==> config.mk <==
export PLATFORM = sky130hd
export DESIGN_NAME = vc_fifo_flat
export DESIGN_NICKNAME = d
export VERILOG_FILES = /design/src/rtl/vc_fifo_if.sv /design/src/rtl/vc_fifo.sv /design/src/flat_wrapper.sv
export SDC_FILE = /design/constraint.sdc
export NUM_CORES = 1
export LEC_CHECK = 0
export ABC_AREA = 1
export CAP_MARGIN = 10
export CORE_MARGIN = 3
export CORE_UTILIZATION = 38
export DETAILED_ROUTE_END_ITERATION = 8
export SLEW_MARGIN = 0
export SYNTH_ARGS = -nofsm -noshare
export SYNTH_HDL_FRONTEND = slang
export SYNTH_SLANG_ARGS = --single-unit
==> constraint.sdc <==
create_clock -name clk_i -period 3.35 [get_ports clk_i]
set_input_delay 0.335 -clock clk_i [delete_from_list [all_inputs] [get_ports clk_i]]
set_output_delay 0.335 -clock clk_i [all_outputs]
set_load 0.005 [all_outputs]
Run 1, gate families picked out:
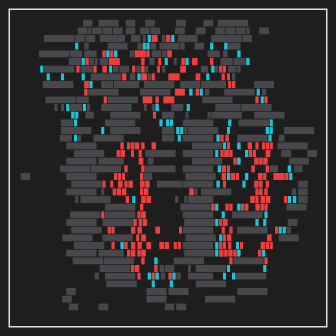
- NAND gates: red (cells 182; most used nand2_1)
- inverters: cyan (cells 90; most used inv_1)
fin cells: 624
Comb/total area: 25.2%
Top cell excl fill/tap: nand2_1

Run 1, floorplan with the power grid:
Pins as bars on the die edge.
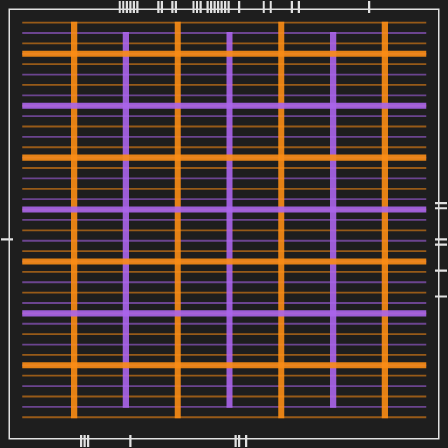
- VSS: orange
- VDD: purple
- rows: 38
- signal pins: 40
- met1 rails: 39
peak supply drop: 212 uV
Placeable Area: 10,900 um2
Die Span Y: 112 um
die width: 112 um

Run 1, where the registers sit:
Other sequential cells in the stronger gray, the rest of the logic in the fainter gray.
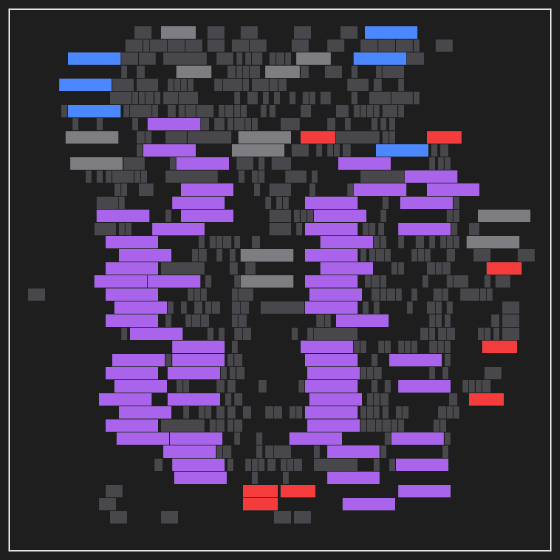
- `u_core.bus.data_o`: red (sequential cells 8)
- `u_core.count`: blue (sequential cells 6)
- `u_core.mem`: purple (sequential cells 64)
final core utilization: 46.1%
Seq power: 1.31 mW

==> metrics.csv, run 1 <==
stage,metric,value,unit
synth,yosysUniqueCellTypes,26,
critical_path,startpoint_type,flip-flop,
critical_path,end_kind,output port,
synth,synth_area,4280,um2
final_layout,drive_gt1_share,8.06,%
die,rows,38,
final_timing,fin_skew,0.00645,ns
synth,synth_warnings,0,
critical_path,crit_top_cell,inv_1,
final_layout,syn_to_final_growth,17.9,%
drt,routed_via_density,4.57,
placement,dp_hpwl,6830,um
placement,dp.cells,608,
critical_path,r2r_cells,7,
final_layout,largest_reg_flops,64,
final_timing,fin_crit_sh,67.9,%
final_timing,timing.fmax,439,MHz
placement,gp_congestion,0.840,
status,status,"complete, no violations",
power,power_density,529,nW/um2
clocking,cts.sinks,90,
clocking,cts_resized,0,
clocking,cts_buffers,9,
clocking,cts.path.max_buffers,2,
critical_path,crit_required,3.01,ns
critical_path,cp_max_fo,5,
clocking,htree_levels,3,
critical_path,cp_slowest_stage_delay,0.54,ns
global_route,gr-total-overflow,0,
worst_hold_path,hold_path_class,reg2reg,
synth,avgSynthCellArea,9.73,um2
synth,edf_count,78,
synth,top_cell_area_share,54.7,%
global_route,grt_use_met1,20.5,%
global_route,grt_use_met3,3.99,%
synth,synth_seq_share,60.4,%
critical_path,cp_top_family,buffers and inverters,
final_timing,rsz0062_at_grt,no,
final_layout,n_fill_cell,1057,
final_timing,tightest_slew,0.697,ns
job,max-cap-violations,0,
critical_path,cp.arrival,1.94,ns
global_route,grt_pass1_vias,2955,
clocking,ctsHoldBuffers,0,
final_timing,drv_slew,0,
drt,first_pass_iters,5,
clocking,cts_tree,done,
drt,ant_nets,0,
power,power.total,2.67,mW
clocking,path_clk_slew,0.06,ns
global_route,grt_pass1_wl,15100,um
drt,route.detailed.drc,0,
clocking,post_cts_buffers,0,
synth,ys_cells,440,
final_timing,finalSetupViolCount,0,
synth,ys_area,4280,um2
die,fp_util,39.1,%
drt,wl,9350,um
synth,area_leaders,"edfxtp_1 55%, nand2_1 10%, inv_1 7.0%",
clocking,cts-root-buf,clkbuf_16,
synth,syn_inst,440,
critical_path,crit_buf_inv,3,
power,leakage,2.24,nW
final_layout,n_antenna_cell,0,
die,die_area,12600,um2
final_layout,final_nets,510,
final_timing,fin_setup_tns,0,ns
job,log.warning_count,37,
synth,synth_flops,90,
placement,port_buffers,39,
critical_path,path_class,reg2out,
critical_path,crit_chain,inv_1 -> ha_1 -> inv_1 -> nor2_2 -> clkdlybuf4s50_1,
critical_path,cp_slowest_cell,clkdlybuf4s50_1,
final_timing,hold_viol,0,
global_route,grt_usage,15.8,%
global_route,grt_max_degree,20,
drt,vias,2852,
clocking,clk_latency,0.34,ns
die,io_pins,40,
final_layout,final_cell_mix,"117 x nand2_1, 80 x inv_1, 78 x edfxtp_1, 54 x nand3_1, 39 x clkdlybuf4s50_1",
final_timing,period_minus_slack,2.28,ns
drt,wl_per_cell,15.0,um
synth,top_area_cell,edfxtp_1,
global_route,antenna_found_initial,0,
worst_hold_path,min_path_cells,4,
synth,fp_nets,471,
synth,synth-main-ff-cell,edfxtp_1,
final_timing,slew_headroom,53.4,%
critical_path,r2r_setup_slack,1.22,ns
synth,async_flop_share,0,%
global_route,use_met2,26.1,%
critical_path,cp.depth,5,
global_route,grt_busiest_layer,met2,
drt,initialDrtViolationCount,180,
run 1: synth_stat cells (2+ instances only):
cell type / number
nor3_1: 4
nand2_2: 3
buf_4: 4
o21ai_0: 9
nand3_2: 2
a21oi_1: 2
nor2_2: 5
clkinv_1: 2
buf_2: 5
nand2_1: 117
a21oi_2: 2
edfxtp_1: 78
dfxtp_1: 12
inv_1: 80
nand3_1: 54
nand2_4: 5
nor2_1: 24
inv_2: 8
ha_1: 17
run 1: power breakdown:
part           switching, mW  internal, mW  leakage (nW)
clock network          0.399         0.576         0.137
registers             0.0432          1.27         0.823
logic                  0.222         0.158          1.28
total                  0.665          2.00          2.24
run 1: metrics by stage:
stage	worst slack, ns	hold WS, ns	area, um2
2_1_floorplan	1.52	0.434	4280
3_3_place_gp	1.11	0.541	4760
3_5_place_dp	1.04	0.545	4760
4_1_cts	1.05	0.563	5040
5_1_grt	0.955	0.609	5040
6_report	1.07	0.555	5040
run 1: per-layer routing:
metal  part of all wire (%)  vias to the layer above
li1                       -                     1478
met1                     45                     1321
met2                     50                       44
met3                    2.6                        9
met4                    1.6                        0
met5                      0                        -
run 1: cell type report:
cell class | count | area [um2] | share of cell area [%]
sequential | 90 | 2580 | 51.2
multi-input combinational | 249 | 1270 | 25.2
timing repair buffer | 39 | 390 | 7.74
inverter | 90 | 338 | 6.70
clock buffer | 11 | 233 | 4.61
tap | 140 | 175 | 3.47
clock inverter | 5 | 55.1 | 1.09
run 1: logic make-up after synthesis:
group                      Yosys count  synth area share [%]
and+or+nand+nor                    215                  22.3
DFF                                 90                  60.4
buffers and inverters              101                  9.97
xor gates and xnor gates             2                 0.409
adders and majority gates           17                  4.97
AOI/OAI and AO/OA                   15                  2.05
==> run 1 -> run 2 <==
==> constraint.sdc (replaced) <==
create_clock -name clk_i -period 2.2 [get_ports clk_i]
set_input_delay 0.22 -clock clk_i [delete_from_list [all_inputs] [get_ports clk_i]]
set_output_delay 0.22 -clock clk_i [all_outputs]
set_load 0.005 [all_outputs]
Run 2, clock wiring as the flow saved it:
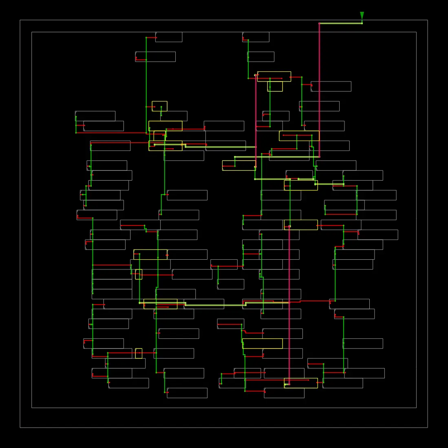
Skew-Pair Late Insertion Delay: 0.34 ns
Num CTS Buffers: 9
Final Skew: 0.0103 ns
seq_cells: 90

==> metrics.csv, run 2 <==
stage,metric,value,unit,change
final_layout,fin_cells,636,,+1.9%
critical_path,cp_max_fo,5,,unchanged
global_route,grt_pass1_vias,2832,,-4.2%
power,power.total,4.25,mW,+59%
drt,route.detailed.drc,0,,unchanged
clocking,cts.path.max_buffers,2,,unchanged
die,core_area,10900,um2,unchanged
critical_path,crit_chain,inv_1 -> ha_2 -> inv_1 -> nor2_2 -> clkdlybuf4s50_1,,
final_layout,final_area,5180,um2,+2.7%
power,p_int,3.19,mW,+60%
placement,gp_congestion,0.891,,+6.1%
power,power_density,821,nW/um2,+55%
drt,initialDrtViolationCount,122,,-32%
drt,first_pass_iters,4,,-1
synth,area_leaders,"edfxtp_1 55%, nand2_1 10%, inv_1 7.0%",,
worst_hold_path,hold_path_class,in2reg,,
placement,dp_hpwl,6580,um,-3.6%
synth,top_cell_area_share,54.7,%,unchanged
critical_path,end_kind,output port,,
final_layout,finish.utilization,47.3,%,+1.2 points
synth,ys_cells,440,,unchanged
die,fp_util,39.1,%,unchanged
placement,pre_cts_slack,0.357,ns,-0.680 ns
critical_path,startpoint_type,flip-flop,,
synth,synth_seq_share,60.4,%,unchanged
die,rows,38,,unchanged
synth,edf_count,78,,unchanged
placement,dpl-instance-area,4840,um2,+1.7%
critical_path,cp_top_family,buffers and inverters,,
critical_path,crit_buf_inv,3,,unchanged
synth,synth-main-ff-cell,edfxtp_1,,
synth,syn_inst,440,,unchanged
synth,top_cells_by_count,"117 x nand2_1, 80 x inv_1, 78 x edfxtp_1",,
final_timing,hold_ws,0.527,ns,-0.0276 ns
critical_path,crit_top_cell,inv_1,,
final_layout,syn_to_final_growth,21.0,%,
final_timing,rsz0062_at_grt,no,,
die,io_pins,40,,unchanged
die,die_w,112,um,unchanged
power,swShare,24.8,%,-0.10 points
power,pg_seq,1.99,mW,+52%
final_layout,lay_top_count,nand2_1,,
clocking,htree_levels,3,,unchanged
drt,vias,2901,,+1.7%
worst_hold_path,min_path_cells,3,,-1
global_route,grt_max_degree,19,,-5.0%
synth,yosysUniqueCellTypes,26,,unchanged
critical_path,cp_slowest_cell,clkdlybuf4s50_1,,
die,die_h,112,um,unchanged
job,max-cap-violations,0,,unchanged
final_timing,finalSetupViolCount,0,,unchanged
power,comb_power_share,14.2,%,about the same
synth,top_area_cell,edfxtp_1,,
final_timing,period_minus_slack,2.09,ns,
synth,synth_area,4280,um2,unchanged
final_timing,drv_slew,0,,unchanged
job,log.warning_count,37,,unchanged
power,p_switching,1.06,mW,+59%
power,top_power_group,registers,,
global_route,gr-total-overflow,0,,unchanged
synth,synth_flops,90,,unchanged
critical_path,crit_required,1.98,ns,-1.03 ns
drt,routed_via_density,4.56,,-0.20%
status,status,"complete, no violations",,
final_timing,slew_headroom,65.4,%,+12 points
run 2: cell count changes in the layout (fill, tap and decap cells not counted):
cell        change
inv_1           -1
inv_8           +2
clkbuf_1        -2
ha_2            +2
buf_4          +12
bufinv_16       +1
inv_2           +1
clkinvlp_4      -1
clkinv_2        +1
ha_1            -2
clkinv_1        -1
run 2: area by class of cell:
class                           instances  area, um2
Timing Repair Buffer                   51        480
Multi-Input combinational cell        249       1270
Tap cell                              140        175
Clock buffer                            9        225
Fill cell                            1022       5760
Clock inverter                          7        101
Inverter                               90        338
Sequential cell                        90       2580
run 2: repair_timing:
item | CTS | global route
buffers inserted | 0 | 1
resized | 0 | 3
endpoints found under the hold margin | 0 | 0
hold buffers | 0 | 0
setup endpoints to repair | 0 | 2
run 2: metal layers:
layer / vias to the layer above / track usage, % / part of all wire (%)
met4: 0 / 5.69 / 1.7
met1: 1337 / 20.1 / 47
met3: 12 / 2.70 / 2.8
li1: 1499 / - / -
met5: - / 0 / 0
met2: 53 / 23.6 / 48
run 2: worst register-to-register path, cell delays in order (launching register included):
cell      delay (ns)
edfxtp_1        0.42
inv_1           0.16
ha_2            0.24
inv_1           0.06
nor2_2          0.14
nor2_1          0.07
nand2_2         0.13
nand3_2         0.17
nand3_1         0.11
inv_1           0.05
run 2: cells by family (layout without fill, tap and decap cells):
family | count (synthesis) | count (layout) | synth area share [%]
buffers and inverters | 101 | 157 | 9.97
xor gates and xnor gates | 2 | 2 | 0.409
AOI/OAI and AO/OA | 15 | 15 | 2.05
DFF | 90 | 90 | 60.4
and+or+nand+nor | 215 | 215 | 22.3
adders and majority gates | 17 | 17 | 4.97
Power is estimated from default activity; no workload was simulated.
